<file path="src/rtl/dcache_memory_responder_pkg.sv">
// Shared types and defaults for the D-cache memory-side responder.
package dcache_memory_responder_pkg;

    localparam int unsigned PHY_ADDR_WIDTH      = 32;
    localparam int unsigned DCACHE_LINE_WIDTH   = 128;
    localparam int unsigned MEM_SERIAL_WIDTH    = 4;
    localparam int unsigned MEM_INDEX_WIDTH     = 10;
    localparam int unsigned DEFAULT_QUEUE_DEPTH = 4;
    localparam int unsigned DEFAULT_MEM_LATENCY = 4;

    typedef logic [PHY_ADDR_WIDTH-1:0]    phy_addr_path_t;
    typedef logic [DCACHE_LINE_WIDTH-1:0] dcache_line_path_t;
    typedef logic [MEM_SERIAL_WIDTH-1:0]  mem_access_serial_t;
    typedef logic [MEM_SERIAL_WIDTH-1:0]  mem_write_serial_t;

    typedef struct packed {
        logic                       we;
        logic [MEM_INDEX_WIDTH-1:0] index;
        dcache_line_path_t          data;
        mem_access_serial_t         serial;
    } mem_responder_entry_t;

    typedef enum logic [1:0] {
        IDLE,
        ACCESS,
        WAIT,
        RESPOND
    } mem_responder_phase_e;

endpackage

</file>
<file path="src/rtl/dcache_memory_responder_mem_request_queue.sv">
// In-order circular request FIFO; also exposes the entry that will sit at the
// head next cycle so the service FSM can register its array drive one cycle early.
module mem_request_queue
    import dcache_memory_responder_pkg::*;
#(
    parameter int unsigned DEPTH   = DEFAULT_QUEUE_DEPTH,
    parameter type         entry_t = mem_responder_entry_t
) (
    input  logic                   clk,
    input  logic                   rst_n,
    input  logic                   push,
    input  entry_t                 push_data,
    input  logic                   pop,
    output entry_t                 head_next_c,
    output logic                   nonempty_next_c,
    output logic                   full_c,
    output logic                   empty_c,
    output logic [$clog2(DEPTH):0] count
);

    localparam int unsigned PTR_W = $clog2(DEPTH);
    localparam int unsigned CNT_W = PTR_W + 1;

    logic [PTR_W-1:0] rd_ptr_q, rd_ptr_d;
    logic [PTR_W-1:0] wr_ptr_q, wr_ptr_d;
    logic [CNT_W-1:0] count_q, count_d;
    entry_t           mem_q [DEPTH];

    always_comb begin
        rd_ptr_d = rd_ptr_q;
        wr_ptr_d = wr_ptr_q;
        count_d  = count_q;
        if (push) wr_ptr_d = wr_ptr_q + PTR_W'(1);
        if (pop)  rd_ptr_d = rd_ptr_q + PTR_W'(1);
        case ({push, pop})
            2'b10:   count_d = count_q + CNT_W'(1);
            2'b01:   count_d = count_q - CNT_W'(1);
            default: count_d = count_q;
        endcase
        // An entry survives this cycle's pop, otherwise the incoming one becomes head.
        head_next_c     = (count_q > CNT_W'(pop)) ? mem_q[rd_ptr_d] : push_data;
        nonempty_next_c = (count_d != '0);
        full_c          = (count_q == CNT_W'(DEPTH));
        empty_c         = (count_q == '0);
    end

    always_ff @(posedge clk or negedge rst_n) begin
        if (!rst_n) begin
            rd_ptr_q <= '0;
            wr_ptr_q <= '0;
            count_q  <= '0;
        end else begin
            rd_ptr_q <= rd_ptr_d;
            wr_ptr_q <= wr_ptr_d;
            count_q  <= count_d;
        end
    end

    always_ff @(posedge clk) begin
        if (push) mem_q[wr_ptr_q] <= push_data;
    end

    assign count = count_q;

endmodule

</file>
<file path="src/rtl/dcache_memory_responder.sv">
// Memory-side responder for the D-cache line-request channel: acks and tags
// requests, services them in order against a single-port line array.
module dcache_memory_responder
    import dcache_memory_responder_pkg::*;
#(
    parameter int unsigned ADDR_WIDTH   = PHY_ADDR_WIDTH,
    parameter int unsigned LINE_WIDTH   = DCACHE_LINE_WIDTH,
    parameter int unsigned OFFSET_BITS  = 4,
    parameter int unsigned INDEX_WIDTH  = MEM_INDEX_WIDTH,
    parameter int unsigned SERIAL_WIDTH = MEM_SERIAL_WIDTH,
    parameter int unsigned QUEUE_DEPTH  = DEFAULT_QUEUE_DEPTH,
    parameter int unsigned MEM_LATENCY  = DEFAULT_MEM_LATENCY
) (
    input  logic                    clk,
    input  logic                    rst,
    input  logic                    memValid,
    input  logic                    memWE,
    input  logic [ADDR_WIDTH-1:0]   memAddr,
    input  logic [LINE_WIDTH-1:0]   memData,
    output logic                    memReqAck,
    output logic [SERIAL_WIDTH-1:0] memSerial,
    output logic [SERIAL_WIDTH-1:0] memWSerial,
    output logic                    resultValid,
    output logic [SERIAL_WIDTH-1:0] resultSerial,
    output logic [LINE_WIDTH-1:0]   resultData,
    output logic                    responseValid,
    output logic [SERIAL_WIDTH-1:0] responseSerial,
    output logic [INDEX_WIDTH-1:0]  arrayIndex,
    output logic                    arrayWE,
    output logic [LINE_WIDTH-1:0]   arrayWData,
    input  logic [LINE_WIDTH-1:0]   arrayRData
);

    localparam int unsigned LAT_W = $clog2(MEM_LATENCY);
    localparam int unsigned CNT_W = $clog2(QUEUE_DEPTH) + 1;

    typedef struct packed {
        logic                    we;
        logic [INDEX_WIDTH-1:0]  index;
        logic [LINE_WIDTH-1:0]   data;
        logic [SERIAL_WIDTH-1:0] serial;
    } entry_t;

    mem_responder_phase_e    phase_q, phase_d;
    logic [LAT_W-1:0]        lat_q, lat_d;
    logic [SERIAL_WIDTH-1:0] rd_serial_q, rd_serial_d;
    logic [SERIAL_WIDTH-1:0] wr_serial_q, wr_serial_d;
    logic                    cur_we_q, cur_we_d;
    logic [SERIAL_WIDTH-1:0] cur_serial_q, cur_serial_d;
    logic [INDEX_WIDTH-1:0]  array_index_q, array_index_d;
    logic                    array_we_q, array_we_d;
    logic [LINE_WIDTH-1:0]   array_wdata_q, array_wdata_d;
    logic                    result_valid_q, result_valid_d;
    logic [SERIAL_WIDTH-1:0] result_serial_q, result_serial_d;
    logic [LINE_WIDTH-1:0]   result_data_q, result_data_d;
    logic                    response_valid_q, response_valid_d;
    logic [SERIAL_WIDTH-1:0] response_serial_q, response_serial_d;

    logic             push, pop, full_c, nonempty_next_c;
    entry_t           push_entry, head_next_c;
    logic [CNT_W-1:0] unused_count;
    logic             unused_empty, unused_addr;

    assign push = memValid && !full_c;
    assign pop  = (phase_q == RESPOND);

    assign push_entry = '{
        we:     memWE,
        index:  memAddr[OFFSET_BITS+INDEX_WIDTH-1:OFFSET_BITS],
        data:   memData,
        serial: memWE ? wr_serial_q : rd_serial_q
    };
    assign unused_addr = ^{memAddr[ADDR_WIDTH-1:OFFSET_BITS+INDEX_WIDTH], memAddr[OFFSET_BITS-1:0]};

    mem_request_queue #(
        .DEPTH   (QUEUE_DEPTH),
        .entry_t (entry_t)
    ) u_queue (
        .clk             (clk),
        .rst_n           (rst),
        .push            (push),
        .push_data       (push_entry),
        .pop             (pop),
        .head_next_c     (head_next_c),
        .nonempty_next_c (nonempty_next_c),
        .full_c          (full_c),
        .empty_c         (unused_empty),
        .count           (unused_count)
    );

    always_comb begin
        phase_d           = phase_q;
        lat_d             = lat_q;
        rd_serial_d       = rd_serial_q + SERIAL_WIDTH'(push && !memWE);
        wr_serial_d       = wr_serial_q + SERIAL_WIDTH'(push && memWE);
        cur_we_d          = cur_we_q;
        cur_serial_d      = cur_serial_q;
        array_index_d     = array_index_q;
        array_we_d        = 1'b0;
        array_wdata_d     = array_wdata_q;
        result_valid_d    = 1'b0;
        result_serial_d   = result_serial_q;
        result_data_d     = result_data_q;
        response_valid_d  = 1'b0;
        response_serial_d = response_serial_q;

        case (phase_q)
            IDLE: begin
                if (nonempty_next_c) phase_d = ACCESS;
            end
            ACCESS: begin
                lat_d   = LAT_W'(MEM_LATENCY - 1);
                phase_d = WAIT;
            end
            WAIT: begin
                // Registered array read data is valid in the first WAIT cycle only.
                if (!cur_we_q && lat_q == LAT_W'(MEM_LATENCY - 1)) result_data_d = arrayRData;
                lat_d = lat_q - LAT_W'(1);
                if (lat_q == LAT_W'(1)) phase_d = RESPOND;
            end
            RESPOND: begin
                phase_d = nonempty_next_c ? ACCESS : IDLE;
            end
            default: phase_d = IDLE;
        endcase

        // Outputs are registered, so load them on the transition into their phase.
        if (phase_d == ACCESS) begin
            cur_we_d      = head_next_c.we;
            cur_serial_d  = head_next_c.serial;
            array_index_d = head_next_c.index;
            array_we_d    = head_next_c.we;
            if (head_next_c.we) array_wdata_d = head_next_c.data;
        end
        if (phase_d == RESPOND) begin
            result_valid_d   = !cur_we_q;
            response_valid_d = cur_we_q;
            if (cur_we_q) response_serial_d = cur_serial_q;
            else          result_serial_d   = cur_serial_q;
        end
    end

    always_ff @(posedge clk or negedge rst) begin
        if (!rst) begin
            phase_q           <= IDLE;
            lat_q             <= '0;
            rd_serial_q       <= '0;
            wr_serial_q       <= '0;
            cur_we_q          <= 1'b0;
            cur_serial_q      <= '0;
            array_index_q     <= '0;
            array_we_q        <= 1'b0;
            array_wdata_q     <= '0;
            result_valid_q    <= 1'b0;
            result_serial_q   <= '0;
            result_data_q     <= '0;
            response_valid_q  <= 1'b0;
            response_serial_q <= '0;
        end else begin
            phase_q           <= phase_d;
            lat_q             <= lat_d;
            rd_serial_q       <= rd_serial_d;
            wr_serial_q       <= wr_serial_d;
            cur_we_q          <= cur_we_d;
            cur_serial_q      <= cur_serial_d;
            array_index_q     <= array_index_d;
            array_we_q        <= array_we_d;
            array_wdata_q     <= array_wdata_d;
            result_valid_q    <= result_valid_d;
            result_serial_q   <= result_serial_d;
            result_data_q     <= result_data_d;
            response_valid_q  <= response_valid_d;
            response_serial_q <= response_serial_d;
        end
    end

    assign memReqAck      = !full_c;
    assign memSerial      = rd_serial_q;
    assign memWSerial     = wr_serial_q;
    assign resultValid    = result_valid_q;
    assign resultSerial   = result_serial_q;
    assign resultData     = result_data_q;
    assign responseValid  = response_valid_q;
    assign responseSerial = response_serial_q;
    assign arrayIndex     = array_index_q;
    assign arrayWE        = array_we_q;
    assign arrayWData     = array_wdata_q;

endmodule

</file>
<file path="config.mk">
export PLATFORM = sky130hd
export DESIGN_NAME = dcache_memory_responder
export DESIGN_NICKNAME = d
export VERILOG_FILES = /design/src/rtl/dcache_memory_responder_pkg.sv /design/src/rtl/dcache_memory_responder_mem_request_queue.sv /design/src/rtl/dcache_memory_responder.sv
export SDC_FILE = /design/constraint.sdc
export NUM_CORES = 1
export LEC_CHECK = 0
export ABC_AREA = 0
export CAP_MARGIN = 5
export CORE_MARGIN = 2
export CORE_UTILIZATION = 40
export DETAILED_ROUTE_END_ITERATION = 7
export GPL_TIMING_DRIVEN = 0
export PLACE_DENSITY = 0.59
export SYNTH_ARGS = -nofsm -noshare
export SYNTH_HDL_FRONTEND = slang
export SYNTH_HIERARCHICAL = 1
export SYNTH_SLANG_ARGS = --single-unit
</file>
<file path="constraint.sdc">
create_clock -name clk -period 7.3 [get_ports clk]
set_input_delay 0.73 -clock clk [delete_from_list [all_inputs] [get_ports clk]]
set_output_delay 0.73 -clock clk [all_outputs]
set_load 0.05 [all_outputs]
</file>
==> impl_metrics.json, run 1 <==
{
  "drive_above_1_share": 0.175,
  "dieArea_um2": 102000,
  "crit_path_start_kind": "flip-flop",
  "h-tree-depth": 3,
  "port_buffers": 555,
  "setup_violations": 0,
  "layout.area.comb_um2": 14000,
  "routed_wirelength_um": 128000,
  "first_global_vias": 28300,
  "synth_cells": 2901,
  "grt_use_total": 0.245,
  "fp_nets": 3209,
  "clk_pin_slew_ps": 60,
  "wl_per_cell_um": 25.8,
  "tightest_slew_ps": 1440,
  "path_max_fanout": 10,
  "core_um2": 98700,
  "ys_warn_count": 6,
  "syn_avg_cell_area_um2": 13.8,
  "grt_antenna_before_repair": 11,
  "max_stage_delay_ps": 1010,
  "row_count": 115,
  "period_minus_slack_ps": 4760,
  "numCtsBuffers": 98,
  "grt_use_met3": 0.0515,
  "status": "completed",
  "clock.fmax_mhz": 210,
  "path_cells": "ha_1, ha_1, o21ai_1, clkbuf_1, clkbuf_1, a31oi_1, and2_1, buf_2, buf_8, buf_6, mux2_1",
  "cellPowerDensity_nw_per_um2": 528,
  "met2_usage": 0.419,
  "final_nets": 3878,
  "critical_path_arrival_ps": 5290,
  "ctsHoldBuffers": 0,
  "critPathBufInv": 5,
  "ant_nets": 0,
  "cts_resized": 0,
  "via_per_inst": 5.57,
  "pre_cts_ws_ps": 2060,
  "hpwl_um": 86200,
  "rsz0062_at_grt": "false",
  "regArea_um2": 24700,
  "io_pins": 578,
  "initialDrtViolationCount": 2103,
  "syn_to_final_growth_pct": 27.0,
  "firstDrtPassIters": 5,
  "die_w_um": 320,
  "cts_setup_buffers": 0,
  "p_leak_uw": 0.0183,
  "routabilityCongestion": 0.805,
  "clock_skew_ps": 19.1,
  "max-cap-violations": 0,
  "n_fill_cell": 8618,
  "grt.overflow.total": 0,
  "rr_startpoint": "phase_q[1]",
  "hold_viol": 0,
  "crit_required_ps": 7840,
  "drv_slew": 0,
  "grt_busiest_layer": "met2",
  "fp_util": 0.404,
  "finalCritPeriodShare": 0.651,
  "critPathTopFamily": "buffers and inverters",
  "cp-end-kind": "flip-flop",
  "hp-class": "in2async",
  "cts_tree": "built",
  "route.detailed.drc": 0,
  "warnings": 58,
  "clockBufferDepth": 3,
  "finish.utilization": 0.514,
  "grt_max_degree": 106,
  "dieHeight_um": 320,
  "grt_pass1_wl_um": 187000,
  "num_vias": 27500,
  "grt_use_met1": 0.310,
  "peakVddDrop_uv": 322,
  "finalWorstSetupSlack_ps": 2540,
  "crit_path_start": "phase_q[1]",
  "cts_root_buf": "clkbuf_16",
  "slowest_stage": "clkbuf_1"
}
-- run 1: layout make-up --
cell class | instances | share of cell area
buffer | 238 | 0.0229
multi-input combinational | 1778 | 0.277
timing repair buffer | 569 | 0.117
inverter | 12 | 0.000889
tap | 1287 | 0.0318
antenna | 5 | 0.000247
clock buffer | 155 | 0.0580
clock inverter | 31 | 0.00528
sequential | 873 | 0.487
-- run 1: worst register-to-register path: stages (launching register included) --
cell and delay [ps]:
dfrtp_1 420, ha_1 270, ha_1 320, o21ai_1 840, clkbuf_1 1010, clkbuf_1 560, a31oi_1 130, and2_1 160
buf_2 170, buf_8 200, buf_6 210, mux2_1 330
-- run 1: registers in the layout, summed over array words and instances, names as in the netlist, 2 cells and up --
register and flops:
memWSerial 4, u_queue/count 3, lat_q 2, u_queue/rd_ptr_q 2, arrayIndex 10, u_queue/wr_ptr_q 2
phase_q 2, arrayWData 128, resultSerial 4, cur_serial_q 4, responseSerial 4, u_queue/mem_q 572
memSerial 4, resultData 128
-- run 1: metal layers --
metal	share of wire	vias to the layer above
li1	-	12500
met1	0.41	13900
met2	0.49	986
met3	0.070	171
met4	0.025	6
met5	0.00032	-
-- run 1: where the power goes --
group	internal, µW	leakage (µW)	total [µW]	switching (µW)
Clock	2870	0.00158	4910	2030
Sequential	6950	0.00877	7720	773
Combinational	5210	0.00800	14100	8910
Total	15000	0.0183	26700	11700
-- run 1: worst paths after layout --
path	end	slack (ps)	depth (start not counted)
min	resultData[63]	80	1
min reg2reg	u_queue/count[0]	480	1
max reg2reg	arrayWData[73]	2540	11
max in group asynchronous	arrayWData[40]	6050	2
min in group clk	u_queue/count[0]	480	1
max	arrayWData[73]	2540	11
-- run 1: placed cells by master (no fill, tap or decap), types with 73 or more instances in the layout --
master and instances:
nor2_1 288, clkbuf_16 103, a221oi_1 73, nand2b_1 144, clkdlybuf4s50_1 554, mux2_2 297
dfrtp_1 301, buf_2 84, o21ai_0 144, mux2_1 128, a21oi_1 142, a22o_1 143
a31oi_1 143, edfxtp_1 572, mux2i_1 144, clkbuf_1 148
-- run 1: metrics by stage --
step	hold WS [ps]	total power [µW]	area, µm²	instances
6_report	83.8	26700	50700	4948
5_1_grt	167	28100	50700	4948
4_1_cts	137	27000	50700	4943
3_5_place_dp	475	22000	47500	4757
3_3_place_gp	470	22000	47100	4743
2_1_floorplan	434	17000	39900	2901
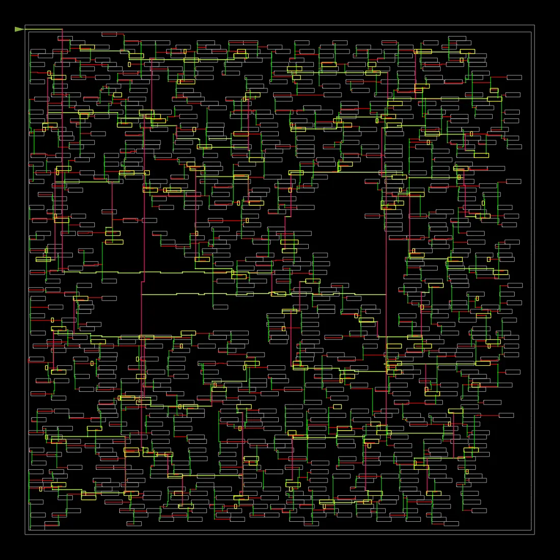
Figure 1: run 1, clock routing.
Worst-Skew Late Latency: 670 ps
CTS Sinks: 873
clkbuf count: 155

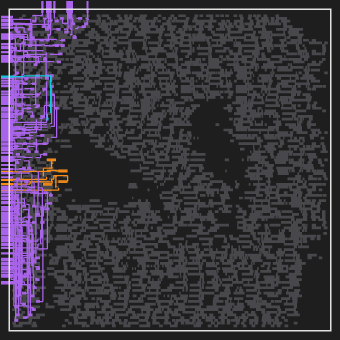
Figure 2: run 1, wires at chosen ports, followed through buffers.
(1 px per µm)
| port | colour | direction | edge | end cells | buffers | wire |
|---|---|---|---|---|---|---|
| `memWSerial` | orange | output | west | 4 | 4 | 272 µm |
| `arrayRData` | purple | input | 115 west, 13 north | 128 | 128 | 5210 µm |
| `memReqAck` | cyan | output | west | 1 | 1 | 82.5 µm |

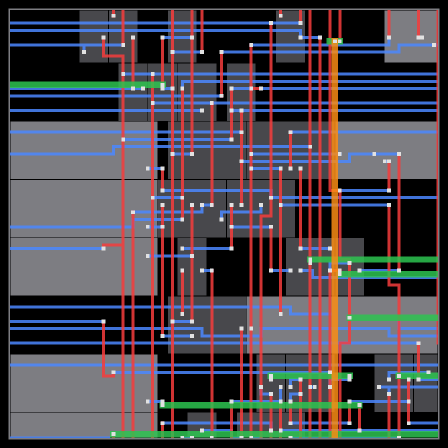
Figure 3: run 1, close-up of the layout.
Window x 230 to 250, y 230 to 250 µm. Cells in grey, sequential cells in the stronger grey; small squares are vias.
| layer | colour |
|---|---|
| M1 | blue |
| M3 | green |
| M4 | orange |
| M2 | red |
cells with their middle in the window: 24
most frequent: clkbuf_1 (7), edfxtp_1 (4), nor2_1 (3)
netlist names of flops here include: `u_queue/mem_q` (4), `arrayWData` (1)
sequential cells in the window: 5

Figure 4. Signal wires by layer (run 1).
(2 px per µm) Only two layers are drawn.
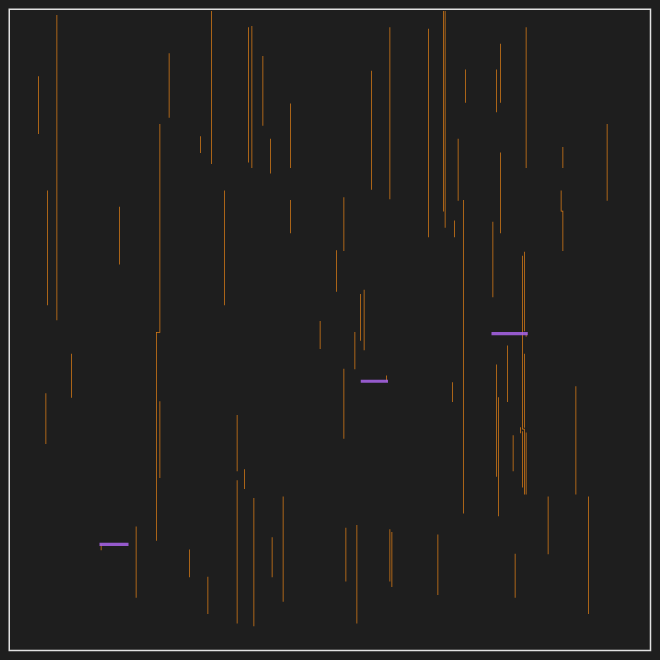

==> run 2: changes to the inputs <==
--- a/config.mk
+++ b/config.mk
@@ -11,7 +11,7 @@
 export CORE_UTILIZATION = 40
 export DETAILED_ROUTE_END_ITERATION = 7
 export GPL_TIMING_DRIVEN = 0
-export PLACE_DENSITY = 0.59
+export PLACE_DENSITY = 0.61
 export SYNTH_ARGS = -nofsm -noshare
 export SYNTH_HDL_FRONTEND = slang
 export SYNTH_HIERARCHICAL = 1
==> constraint.sdc (replaced) <==
create_clock -name clk -period 4 [get_ports clk]
set_input_delay 0.4 -clock clk [delete_from_list [all_inputs] [get_ports clk]]
set_output_delay 0.4 -clock clk [all_outputs]
set_load 0.05 [all_outputs]
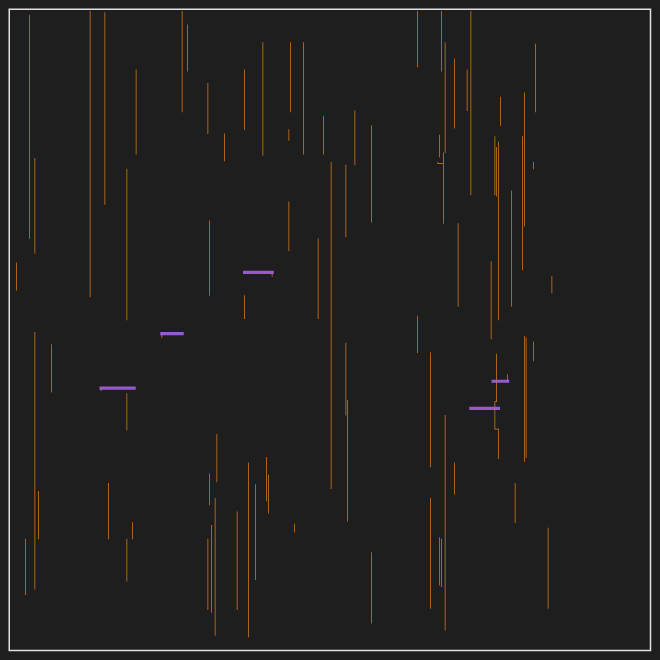
Figure 5: run 2, signal wires by layer.
(2 px per µm) Only two layers are drawn.
| layer | colour | wire length |
|---|---|---|
| M5 | purple | 61.6 µm |
| M4 | orange | 3400 µm |

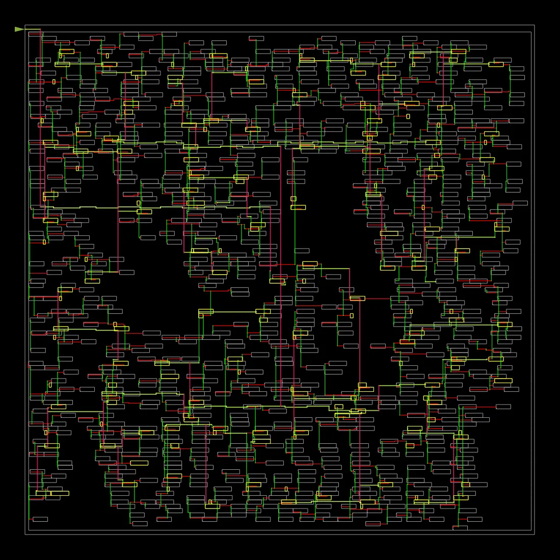
Figure 6: run 2, clock routing.
Setup Skew: 19.2 ps
flop count: 873
CTS Buf Count: 99
clkbuf count: 143

==> run 2 against run 1 <==
Compared with the run above: combinational power grew 85%; cell count grew 0.18%; utilization grew 0.20 points; hold slack gained 140 ps; global-route usage grew 0.053 points; worst setup slack lost 2400 ps.
==> impl_metrics.json, run 2 <==
{
  "grt_max_degree": 93,
  "rrSetupSlack_ps": 130,
  "route.detailed.drc": 0,
  "io_pins": 578,
  "via_per_inst": 5.62,
  "r2r_cells": 7,
  "max-slew-margin-rel": 0.233,
  "cts_tree": "built",
  "period_minus_slack_ps": 3870,
  "critical_path_arrival_ps": 4430,
  "syn_to_final_growth_pct": 27.5,
  "largest_reg_flops": 572,
  "fp_nets": 3209,
  "grt.overflow.total": 0,
  "first_global_vias": 28300,
  "cellPowerDensity_nw_per_um2": 970,
  "clock.fmax_mhz": 258,
  "drive_above_1_share": 0.177,
  "syn_avg_cell_area_um2": 13.8,
  "largest-register": "u_queue/mem_q",
  "rsz0062_at_grt": "false",
  "clk_pin_slew_ps": 60,
  "status": "completed",
  "num_vias": 27900,
  "initialDrtViolationCount": 2421,
  "core_um2": 98700,
  "hpwl_um": 86000,
  "grt_use_total": 0.245,
  "clockBufferDepth": 3,
  "grt_antenna_before_repair": 16,
  "crit_required_ps": 4550,
  "h-tree-depth": 3,
  "placedInstanceArea_um2": 47500,
  "crit_path_start_kind": "flip-flop",
  "dp_cells": 4756,
  "final_cell_mix": "edfxtp_1 (572), clkdlybuf4s50_1 (554), dfrtp_1 (301)",
  "hold_viol": 0,
  "finalWorstSetupSlack_ps": 129,
  "path_max_fanout": 10,
  "ys_warn_count": 6,
  "warnings": 54,
  "dieHeight_um": 320,
  "n_fill_cell": 8494,
  "fp_util": 0.404,
  "fin_area_um2": 50900,
  "max-cap-violations": 0,
  "clk_latency_ps": 690,
  "routabilityCongestion": 0.810,
  "synth_area_um2": 39900,
  "lay_top_count": "edfxtp_1",
  "finalCritPeriodShare": 0.968,
  "die_w_um": 320,
  "hp-class": "in2async",
  "tightest_slew_ps": 1150,
  "p_leak_uw": 0.0184,
  "grt_pass1_wl_um": 187000,
  "synth_cells": 2901,
  "ant_nets": 0,
  "final_nets": 3881,
  "instances_no_fill": 4957,
  "row_count": 115,
  "cts.sinks": 873,
  "firstDrtPassIters": 6,
  "peakVddDrop_uv": 788,
  "pre_cts_ws_ps": -997,
  "drv_slew": 0,
  "finish.utilization": 0.516,
  "path_class": "reg2reg",
  "port_buffers": 555,
  "rr_startpoint": "phase_q[1]",
  "dieArea_um2": 102000,
  "routed_wirelength_um": 128000,
  "cts_root_buf": "clkbuf_16",
  "setup_violations": 0,
  "wl_per_cell_um": 25.8,
  "r2r_end": "arrayWData[3]",
  "cp-end-kind": "flip-flop"
}
## run 2: worst max path at each step
stage | start | end | depth (start not counted)
global placement | rst | arrayWData[40] | 1
floorplan | u_queue/count[0] | arrayWData[0] | 16
global route | u_queue/count[0] | arrayWData[50] | 18
CTS | u_queue/count[0] | arrayWData[40] | 18
detailed placement | memValid | arrayWData[59] | 15
finish | phase_q[1] | arrayWData[3] | 7
## run 2: where the power goes
part	total, µW	internal, µW	switching [µW]
clock network	9200	5480	3730
registers	14100	12700	1420
logic	26100	9670	16400
## run 2: final cells by class
cell class | instances | area [µm²] | area share
clock inverter | 45 | 469 | 0.00922
inverter | 12 | 45.0 | 0.000885
timing repair buffer | 572 | 5970 | 0.117
clock buffer | 143 | 2820 | 0.0555
buffer | 237 | 1190 | 0.0234
antenna | 10 | 25.0 | 0.000492
tap | 1287 | 1610 | 0.0316
multi-input combinational | 1778 | 14000 | 0.276
sequential | 873 | 24700 | 0.486
## run 2: metal layers
layer  share of wire  wire [µm]  global-route usage  up-vias
met2            0.50      64100               0.419     1074
met1            0.40      51200               0.308    14100
met5         0.00048         61                   0        -
li1                -          -                   -    12500
met4           0.027       3400              0.0794       10
met3           0.070       8970              0.0551      189
## run 2: critical path, cell delays in order (launching register included)
cell and delay [ps]:
dfrtp_1 430, ha_1 280, ha_1 340, o21ai_2 520
clkbuf_1 910, clkbuf_1 560, a31oi_1 310, mux2_1 370
## run 2: timing repair
item,CTS,global route
endpoints found under the setup margin,145,112
cloned,1,0
resized,12,10
pin swaps,1,2
hold endpoints to repair,41,0
buffers inserted,1,0
hold buffers,1,0
## run 2: per-stage QoR
step | power (µW) | setup TNS [ps] | hold slack (ps)
2_1_floorplan | 30900 | 0 | 104
5_1_grt | 51700 | 0 | 228
3_3_place_gp | 39900 | -4548410 | 467
3_5_place_dp | 40100 | -125790 | 336
4_1_cts | 49700 | 0 | 202
6_report | 49400 | 0 | 221
Figure 7. Met2 routing (run 2).
(1 px per µm) Cells faint in the background.
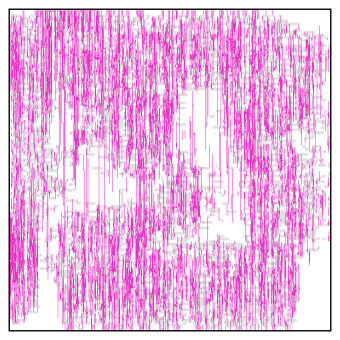

==> run 3: changes to the inputs <==
--- a/config.mk
+++ b/config.mk
@@ -7,12 +7,12 @@
 export LEC_CHECK = 0
 export ABC_AREA = 0
 export CAP_MARGIN = 5
+export CORE_ASPECT_RATIO = 0.75
 export CORE_MARGIN = 2
 export CORE_UTILIZATION = 40
 export DETAILED_ROUTE_END_ITERATION = 7
 export GPL_TIMING_DRIVEN = 0
-export PLACE_DENSITY = 0.61
+export PLACE_DENSITY = 0.62
 export SYNTH_ARGS = -nofsm -noshare
 export SYNTH_HDL_FRONTEND = slang
-export SYNTH_HIERARCHICAL = 1
 export SYNTH_SLANG_ARGS = --single-unit
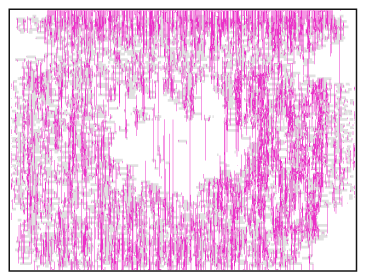
Figure 8: run 3, met2 routing.
(1 px per µm) Cells faint in the background.
nets with wire on the layer: 2787
longest straight run: 119 µm

==> run 3 against run 2 <==
Compared with the run above: non-clock buffer count is 98 lower; register-to-register slack better by 130 ps; final area is 11% lower; fmax is 3.6% higher; sequential cell count stayed put; area after synthesis is 12% lower; total power is 6.6% lower; critical endpoint is now arrayWData[62].
==> impl_metrics.json, run 3 <==
{
  "status": "completed",
  "ant_nets": 0,
  "timing.critical_path.mode_cell": "clkbuf_1",
  "critPathTopFamily": "buffers and inverters",
  "first_global_vias": 22700,
  "initialDrtViolationCount": 2003,
  "firstDrtPassIters": 5,
  "routed_wirelength_um": 99500,
  "cp.depth": 9,
  "final_nets": 3128,
  "path_class": "reg2reg",
  "fp_nets": 2466,
  "fin_area_um2": 45500,
  "synth.distinct_cells": 43,
  "period_minus_slack_ps": 3740,
  "synthArstFlopShare": 0.345,
  "synthFlopType": "edfxtp_1",
  "rsz0062_at_grt": "false",
  "yosys_register_bits": 873,
  "peakVddDrop_uv": 560,
  "fp_util": 0.406,
  "yosys-top-cells-area": "edfxtp_1 (49%), dfrtp_1 (21%), mux2_2 (7.1%)",
  "warnings": 57,
  "cts_root_buf": "clkbuf_16",
  "setup_violations": 0,
  "instances_no_fill": 4039,
  "clock.fmax_mhz": 268,
  "wl_per_cell_um": 24.6,
  "cellPowerDensity_nw_per_um2": 1010,
  "route.detailed.drc": 0,
  "cts.sinks": 873,
  "synth_cells": 2158,
  "clockBufferDepth": 3,
  "slowest_stage": "clkbuf_1",
  "cts_tree": "built",
  "critical_path_arrival_ps": 4340,
  "finalCritPeriodShare": 0.934,
  "drive_above_1_share": 0.177,
  "r2r_cells": 9,
  "yosys-stat-cells": 2158,
  "h-tree-depth": 3,
  "path_cells": "ha_1, ha_1, o21a_1, clkbuf_1, clkbuf_1, clkbuf_1, nand2_1, nand2_1, mux2_2",
  "synth.largest_area_cell": "edfxtp_1",
  "grt_use_total": 0.217,
  "yosys-top-cells-count": "edfxtp_1 (572), dfrtp_1 (301), nand2_1 (247)",
  "path_max_fanout": 10,
  "placedInstanceArea_um2": 42500,
  "edf_count": 572,
  "ys_warn_count": 0,
  "io_pins": 578,
  "grt_max_degree": 117,
  "clk_pin_slew_ps": 60,
  "synth_area_um2": 35000,
  "max_stage_delay_ps": 880,
  "hp-class": "in2async",
  "syn_avg_cell_area_um2": 16.2,
  "ys_seq_frac": 0.705,
  "syn_to_final_growth_pct": 29.9,
  "via_per_inst": 5.42,
  "row_count": 93,
  "drv_slew": 0,
  "port_buffers": 555,
  "largest-register": "u_queue.mem_q",
  "hpwl_um": 67600,
  "tightest_slew_ps": 1100,
  "p_leak_uw": 0.0167,
  "max-cap-violations": 0,
  "dieArea_um2": 90000,
  "lay_top_count": "edfxtp_1",
  "crit_required_ps": 4600,
  "dp_cells": 3868,
  "largest_reg_flops": 572,
  "critPathBufInv": 3,
  "synth_top_area_share": 0.490,
  "routabilityCongestion": 0.794,
  "grt_antenna_before_repair": 12,
  "grt.overflow.total": 0,
  "grt_pass1_wl_um": 148000,
  "hold_viol": 0,
  "ys_chip_area_um2": 35000,
  "synth.most_common_cell": "edfxtp_1",
  "max-slew-margin-rel": 0.266,
  "final_cell_mix": "edfxtp_1 (572), clkdlybuf4s50_1 (554), dfrtp_1 (301)",
  "cp-end-kind": "flip-flop",
  "die_w_um": 346,
  "num_vias": 21900,
  "dieHeight_um": 260,
  "crit_path_start_kind": "flip-flop",
  "core_um2": 86300
}
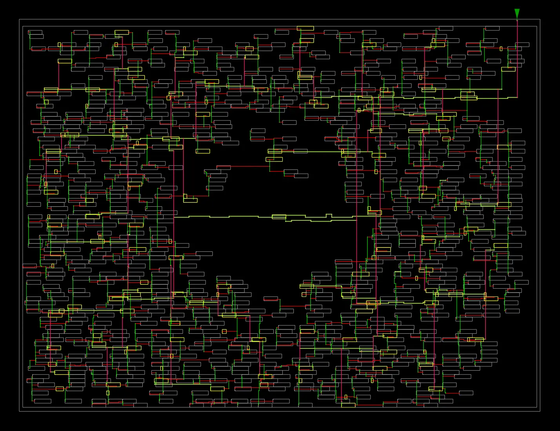
Figure 9: run 3, clock routing.
Worst-Skew Late Latency: 660 ps
Setup Skew: 30.0 ps
CTS Buf Count: 88
Clock group: 8570 µW

## run 3: cell families (layout without fill, tap and decap cells)
group	Yosys count	after routing	synth area share
other	0	6	0
DFF	873	873	0.705
and+or+nand+nor	392	392	0.0437
adders and majority gates	16	16	0.00593
muxes	416	416	0.162
xor gates and xnor gates	9	9	0.00300
AOI/OAI and AO/OA	297	297	0.0607
buffers and inverters	155	890	0.0196
## run 3: final cells by class
class                           instances  area, µm²
Tap cell                             1140       1430
Clock inverter                         42        538
Sequential cell                       873      24700
Timing Repair Buffer                  572       5980
Multi-Input combinational cell       1130       9690
Antenna cell                            6       15.0
Inverter                               16       60.1
Clock buffer                          121       2480
Fill cell                            7093      40800
Buffer                                139        636
## run 3: final timing paths
kind                            startpoint               to  slack, ps
max reg2reg                     phase_q[0]   arrayWData[62]        260
max in group asynchronous              rst   resultData[99]       2410
min reg2reg                arrayWData[126]  arrayWData[126]        480
min                                    rst   resultData[19]        190
max                             phase_q[0]   arrayWData[62]        260
min in group clk            arrayRData[34]   resultData[34]        350
## run 3: metrics by stage
stage / power, µW / utilization / TNS, ps / hold slack, ps / setup WS, ps
4_1_cts: 46500 / 0.527 / 0 / 137 / 50.8
2_1_floorplan: 29500 / - / 0 / 104 / 354
6_report: 46100 / 0.527 / 0 / 193 / 263
3_3_place_gp: 37300 / 0.487 / -3962370 / 466 / -11580
5_1_grt: 48500 / 0.527 / 0 / 173 / 75.0
3_5_place_dp: 37800 / 0.492 / -72870 / 257 / -618
## run 3: worst reg2reg max path, stage by stage, from the launching register on
cell and delay (ps):
dfrtp_1 400, ha_1 250, ha_1 330, o21a_1 270
clkbuf_1 620, clkbuf_1 880, clkbuf_1 590, nand2_1 110
nand2_1 100, mux2_2 150
## run 3: metal layers
layer	GRT usage	up-vias	wire, µm
met5	0	-	85
met4	0.0516	14	1940
met3	0.0461	166	6840
met2	0.350	832	48300
met1	0.302	11300	42400
li1	-	9586	-
## run 3: power breakdown
group          total (µW)  leakage, µW  internal [µW]  switching (µW)
registers           13900      0.00878          12600            1260
clock network        8570      0.00147           4970            3600
logic               23700      0.00642           9080           14600
## run 3: timing repair
item / CTS / global route
hold buffers: 1 / 0
pin swaps: 1 / 1
gates resized: 1 / 6
hold endpoints to repair: 97 / 0
setup endpoints to repair: 130 / 128
buffers inserted: 1 / 0
Power figures rest on the tool's default switching activity, not on a simulated workload.
